`src/rtl/instruction_fetch.sv`:
```
// Fetch stage: owns the PC, issues instruction-memory requests and holds the IF/ID register.
// A one-entry skid buffer keeps a word that returns while the decoder is stalled.
module instruction_fetch #(
  parameter int              PC_W     = 32,
  parameter logic [PC_W-1:0] RESET_PC = '0
) (
  input  logic            clk,
  input  logic            rst,
  input  logic            stall,
  input  logic            redirect,
  input  logic [PC_W-1:0] redirect_pc,
  output logic            imem_req,
  output logic [PC_W-1:0] imem_addr,
  input  logic [31:0]     imem_rdata,
  input  logic            imem_ready,
  output logic [31:0]     IR,
  output logic [PC_W-1:0] PC_1,
  output logic            valid
);

  typedef enum logic {
    S_REQ = 1'b0,
    S_BUF = 1'b1
  } state_e;

  localparam logic [PC_W-1:0] PC_ONE = PC_W'(1);

  state_e          state_q, state_d;
  logic [PC_W-1:0] pc_q, pc_d;
  logic [31:0]     buf_ir_q, buf_ir_d;
  logic [PC_W-1:0] buf_pc1_q, buf_pc1_d;
  logic [31:0]     ir_q, ir_d;
  logic [PC_W-1:0] pc1_q, pc1_d;
  logic            valid_q, valid_d;
  logic [PC_W-1:0] pc_inc;

  assign pc_inc = pc_q + PC_ONE;

  always_ff @(posedge clk or posedge rst) begin
    if (rst) begin
      state_q   <= S_REQ;
      pc_q      <= RESET_PC;
      buf_ir_q  <= '0;
      buf_pc1_q <= '0;
      ir_q      <= '0;
      pc1_q     <= '0;
      valid_q   <= 1'b0;
    end else begin
      state_q   <= state_d;
      pc_q      <= pc_d;
      buf_ir_q  <= buf_ir_d;
      buf_pc1_q <= buf_pc1_d;
      ir_q      <= ir_d;
      pc1_q     <= pc1_d;
      valid_q   <= valid_d;
    end
  end

  always_comb begin
    state_d   = state_q;
    pc_d      = pc_q;
    buf_ir_d  = buf_ir_q;
    buf_pc1_d = buf_pc1_q;
    ir_d      = ir_q;
    pc1_d     = pc1_q;
    valid_d   = valid_q;

    // Redirect overrides everything, including a completion in the same cycle.
    if (redirect) begin
      state_d   = S_REQ;
      pc_d      = redirect_pc;
      buf_ir_d  = '0;
      buf_pc1_d = '0;
      ir_d      = '0;
      valid_d   = 1'b0;
    end else begin
      unique case (state_q)
        S_REQ: begin
          if (imem_ready) begin
            pc_d = pc_inc;
            if (stall) begin
              buf_ir_d  = imem_rdata;
              buf_pc1_d = pc_inc;
              state_d   = S_BUF;
            end else begin
              ir_d    = imem_rdata;
              pc1_d   = pc_inc;
              valid_d = 1'b1;
            end
          end else if (!stall) begin
            ir_d    = '0;
            valid_d = 1'b0;
          end
        end
        S_BUF: begin
          if (!stall) begin
            ir_d      = buf_ir_q;
            pc1_d     = buf_pc1_q;
            valid_d   = 1'b1;
            buf_ir_d  = '0;
            buf_pc1_d = '0;
            state_d   = S_REQ;
          end
        end
        default: state_d = S_REQ;
      endcase
    end
  end

  // Gate with rst so no request is seen while reset is asserted.
  assign imem_req  = (state_q == S_REQ) && !rst;
  assign imem_addr = pc_q;
  assign IR        = ir_q;
  assign PC_1      = pc1_q;
  assign valid     = valid_q;

endmodule
```
`config.mk`:
```
export PLATFORM = sky130hd
export DESIGN_NAME = instruction_fetch
export DESIGN_NICKNAME = d
export VERILOG_FILES = /design/src/rtl/instruction_fetch.sv
export SDC_FILE = /design/constraint.sdc
export NUM_CORES = 1
export LEC_CHECK = 0
export CORE_MARGIN = 2
export CORE_UTILIZATION = 55
export CTS_BUF_LIST = sky130_fd_sc_hd__clkbuf_16
export CTS_CLUSTER_DIAMETER = 30
export CTS_CLUSTER_SIZE = 28
export DETAILED_ROUTE_END_ITERATION = 12
export PLACE_DENSITY = 0.85
export RECOVER_POWER = 50
export SYNTH_ARGS = -nofsm -noshare
export SYNTH_HDL_FRONTEND = slang
export SYNTH_SLANG_ARGS = --single-unit
```
`constraint.sdc`:
```
create_clock -name clk -period 8.3 [get_ports clk]
set_input_delay 1.245 -clock clk [delete_from_list [all_inputs] [get_ports clk]]
set_output_delay 1.245 -clock clk [all_outputs]
set_load 0.05 [all_outputs]
```
==> qor.txt, run 1 <==
Clock share of power -> 32.6%
Syn avg cell area -> 8.87 µm²
Clk_lat worst skew -> 420 ps
Largest cell class -> sequential cells
CP required -> 8580 ps
WHS -> 474 ps
Violated checks -> max-capacitance violations, max-slew violations
Worst EP arrival -> 5880 ps
Switching pwr -> 749 µW
Reg2reg start -> state_q$_DFF_PP0_
Vias/cell -> 5.80
DP HPWL -> 13.7 mm
Synth Net Count -> 955
Hold-fix buffers, CTS -> 0
First-pass GRT wire length -> 33.3 mm
Comb area share -> 35.0%
Worst Setup Start Kind -> register
Worst Setup Path Type -> register to register
Iteration count of the initial detailed-routing pass -> 5
Cell count after synthesis -> 885
Clock network share of area -> 5.27%
Status -> finished, violations left
I/O pins -> 167
Vias in the first global route -> 6463
Slew Limit Fails -> 166
Worst Setup EP -> PC_1[19]$_DFFE_PP0P_
Maximum clock path buffer count -> 2
Tcrit/Tclk final -> 67.5%
Mapped Area -> 7850 µm²
Crit path launch -> state_q$_DFF_PP0_
Setup_tns -> 0 ps
Post-route ant nets -> 0
Hold wc startpoint -> buf_pc1_q[9]$_DFFE_PP0P_
Final Non-Filler Cells -> 1203
MaxCap Viol Count -> 3
Post-synth top area cell -> dfrtp_1
Logic area -> 3520 µm²
Max-area cell share -> 51.6%
Dominant Register Cell -> dfrtp_1
# clock sinks -> 162
IO Port Bufs -> 166
Number of antenna violations at the first check in global routing -> 0
## run 1: kinds of logic after synthesis
kind of cell	share of synthesized area (%)
XOR/XNOR	6.36
adder cells (fa/ha/maj)	0.159
AND-OR/OR-AND	16.1
buffers and inverters	3.78
multiplexers	0.972
flip-flops	51.6
AND/OR/NAND/NOR	21.0
## run 1: per-stage QoR
step	instance area (µm²)	util, %	power [mW]
2_1_floorplan	7850	-	1.30
3_3_place_gp	9540	68.4	1.50
3_5_place_dp	9540	68.4	1.51
4_1_cts	10100	72.2	2.22
5_1_grt	10000	72.1	2.29
6_report	10000	72.1	2.20
## run 1: flip-flops by register name, indices dropped and copies added (netlist names)
register / flops
IR: 32
PC_1: 32
buf_ir_q: 32
buf_pc1_q: 32
imem_addr: 32
state_q: 1
valid: 1
## run 1: synthesized netlist by cell type (6+ instances only)
master	instances
nor2_1	96
xor2_1	39
clkbuf_1	46
buf_2	11
a21oi_1	57
o21ai_0	110
a22oi_1	30
nand4_1	19
o31ai_1	9
o22ai_1	8
xnor2_1	18
and3_1	12
buf_1	6
dfrtp_1	162
nand2_1	166
nand3_1	29
## run 1: power by group through the flow
stage                     clock [mW]  sequential (mW)  combinational (mW)
after CTS                      0.724            0.949               0.549
after floorplan                    0             1.13               0.171
after global placement             0            0.959               0.539
after global routing           0.761            0.957               0.569
final                          0.716            0.948               0.533
after detailed placement           0            0.961               0.547
## run 1: metal layers
metal	vias up	GRT usage, %	share of wire, %
met2	286	41.3	46
met4	0	9.38	1.3
met1	3377	43.0	45
met5	-	0	0
met3	28	5.03	7.3
li1	3292	-	-
## run 1: worst max-delay path: stages, from the launching register on
cell and delay (ps):
dfrtp_1 690, clkbuf_1 2210, o21ai_0 1430, clkbuf_1 670
a21oi_1 300, o22ai_1 110
**Run 1: sizing map**

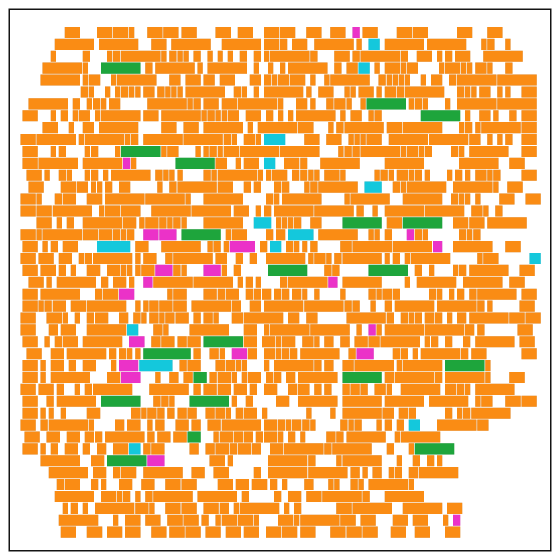
[cyan] drive 3 to 4 | cells: 14
[magenta] drive 2 | cells: 20
[orange] drive 1 or less | cells: 969
[green] drive 6 and up | cells: 20
Final WS setup: 2700 ps
Repair and plain buffers: 173
area delta synth->final: 28.0%
Design Area, Final: 10000 µm²

**Run 1: M2 wires**

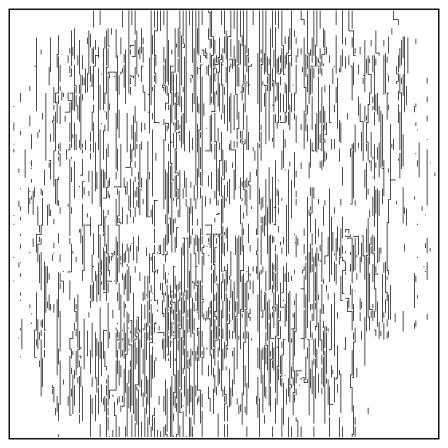
main direction: vertical
share of all routed wire: 46%
wire length on this layer: 9710 µm
longest straight run: 50.3 µm
via count: 6983
routed wire length: 20.9 mm

**Run 1: logic cells by family**

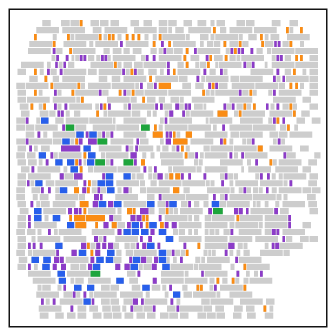
[purple] NAND gates | cells: 222 | where: all over the die
[blue] XOR/XNOR gates | cells: 57
[orange] NOR gates | cells: 112
[green] multiplexers | cells: 7

**Run 1: clock wiring as the flow saved it**

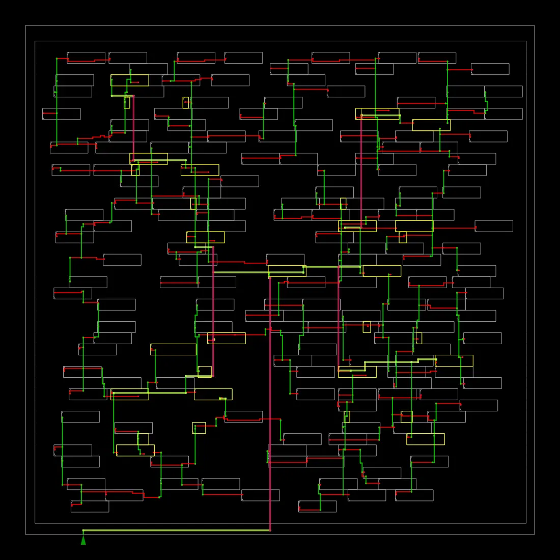

==> run 1 -> run 2 <==
- CORE_UTILIZATION: 55 -> 51
- PLACE_DENSITY: 0.85 -> 0.8
- clock period: 8.3 -> 5.7 ns (I/O delays scaled with it)
**Run 2: clock wiring as the flow saved it**

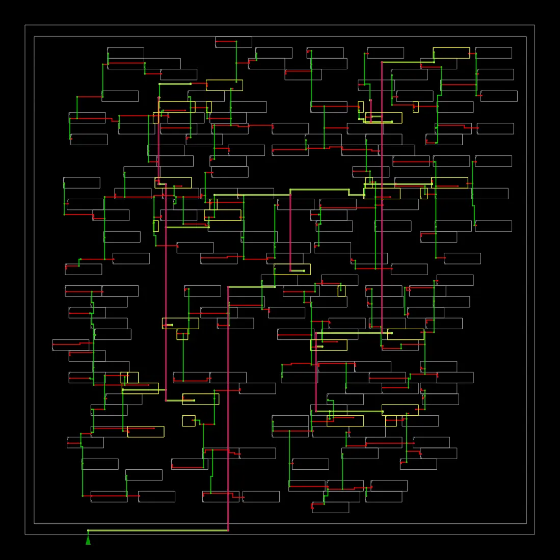
Layout Skew: 7.63 ps
registers: 162
CTS buffer count: 17

**Run 2: logic cells by family**

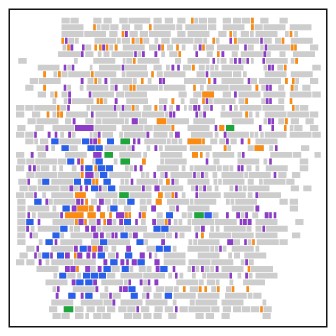
[blue] XOR/XNOR gates | cells: 57
[green] multiplexers | cells: 7
[purple] NAND gates | cells: 222 | where: all over the die
[orange] NOR gates | cells: 112 | where: all over the die
most numerous logic cell after layout: nand2_1
Final Non-Filler Cells: 1211
Comb area share: 35.0%

==> qor.txt, run 2 <==
Status -> finished, violations left
Violated checks -> max-capacitance violations, max-slew violations
Setup_tns -> 0 ps
Final WS setup -> 1390 ps
Via count -> 6952
Final min period -> 4310 ps
Hold Crit Class -> register to register
Vias/cell -> 5.74
Top cells by area -> dfrtp_1, nand2_1, o21ai_0, nor2_1, xor2_1
Number of antenna violations at the first check in global routing -> 0
Worst Hold Path Cells -> 2
CP required -> 4850 ps
# clock sinks -> 162
Final core occ -> 66.4%
Clk_lat worst skew -> 430 ps
IO Port Bufs -> 166
Ys cells -> 885
Area delta synth->final -> 28.2%
Synth top cell by count -> nand2_1
Worst EP arrival -> 3460 ps
Hold wc startpoint -> buf_pc1_q[26]$_DFFE_PP0P_
WL/cell -> 17.5 µm
Seq/Total Area, Yosys -> 51.6%
Vias in the first global route -> 6698
Crit path launch -> state_q$_DFF_PP0_
Slowest cell on crit path -> dfrtp_1
CTS root buffer -> clkbuf_16
Synth Net Count -> 955
Mapped Area -> 7850 µm²
Cell count after synthesis -> 885
Hold-fix buffers, CTS -> 0
Clk slew on worst S/H paths -> 60 ps
GR Util All Layers -> 26.9%
Routed wire length -> 21.2 mm
Dominant Register Cell -> dfrtp_1
Global route hottest layer -> met2
DP HPWL -> 14.0 mm
Core Density at Floorplan -> 51.8%
Count of library flops with an enable pin -> 0
Met1 Track Usage GR -> 38.2%
Maximum clock path buffer count -> 2
Critical path's largest stage delay -> 1710 ps
Iteration count of the initial detailed-routing pass -> 5
MaxCap Viol Count -> 2
First-pass GRT wire length -> 34.6 mm
M2 GR Usage -> 40.3%
Worst Setup Start Kind -> register
Routing usage on met3 -> 6.39%
Ant diodes -> 0
Reg2reg start -> state_q$_DFF_PP0_
Slew Limit Fails -> 126
Commonest cells post-synth -> nand2_1, dfrtp_1, o21ai_0, nor2_1, a21oi_1
WHS -> 472 ps
RSZ-0062 raised after global routing -> no
CP Cell Sequence -> buf_4 > nor2_1 > clkdlybuf4s50_1
Syn avg cell area -> 8.87 µm²
Post-synth top area cell -> dfrtp_1
Most frequent logic cells in the routed design -> nand2_1, dfrtp_1, clkdlybuf4s50_1, o21ai_0, nor2_1
OpenROAD warnings -> 28
Max-area cell share -> 51.6%
Worst Setup Path Type -> register to output pin
Post-route ant nets -> 0
I/O pins -> 167
Tcrit/Tclk final -> 75.6%
**Run 2: M2 wires**

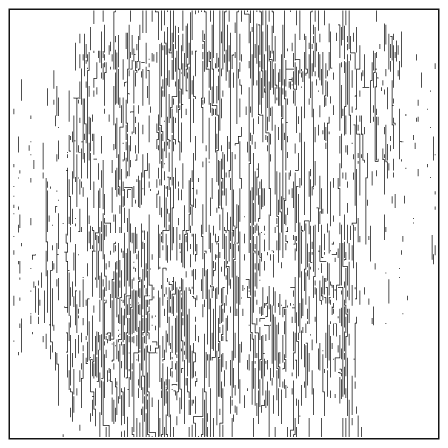
wire length on this layer: 9710 µm
longest straight run: 41.1 µm

## run 2: cell counts after synthesis
No cell type changed its count.
## run 2: area by class of cell
cell class | count | area (µm²)
fill | 1229 | 5090
sequential | 162 | 4050
multi-input combinational | 651 | 3520
timing repair buffer | 174 | 1720
clock buffer | 17 | 425
tap | 188 | 235
clock inverter | 14 | 75.1
inverter | 5 | 20.0
## run 2: power by group
group,internal (mW),total (mW),switching [mW],leakage [nW]
logic,0.263,0.786,0.523,1.89
clock network,0.541,0.997,0.456,0.246
registers,1.27,1.39,0.117,2.09
## run 2: per-layer routing
layer / vias up / share of wire [%]
li1: 3285 / -
met1: 3335 / 44
met2: 289 / 46
met3: 43 / 7.4
met4: 0 / 2.7
met5: - / 0
## run 2: worst max-delay path by stage
stage,depth (start not counted),slack [ps],endpoint
6_report,3,1390,imem_req
3_3_place_gp,6,2380,buf_ir_q[6]$_DFFE_PP0P_
3_5_place_dp,6,2280,buf_ir_q[3]$_DFFE_PP0P_
5_1_grt,3,1280,imem_req
4_1_cts,3,2090,imem_req
2_1_floorplan,1,470,IR[0]$_DFFE_PP0P_
## run 2: per-stage QoR
stage	std cells	cell area [µm²]	power [mW]
after global routing	1211	10100	3.29
after CTS	1211	10100	3.19
final	1211	10100	3.17
after floorplan	885	7850	1.89
after global placement	1180	9570	2.19
after detailed placement	1180	9570	2.20
## run 2: critical path: cells and delay by family, from the launching register on
family,cells,cell delay (ps)
buffers and inverters,2,1220
DFF,1,1710
and+or+nand+nor,1,80
## run 2: cell families after synthesis
group                    share of synthesized area (%)
XOR/XNOR                                          6.36
flip-flops                                        51.6
multiplexers                                     0.972
AND/OR/NAND/NOR                                   21.0
adder cells (fa/ha/maj)                          0.159
buffers and inverters                             3.78
AND-OR/OR-AND                                     16.1
Power figures rest on the tool's default switching activity, not on a simulated workload.
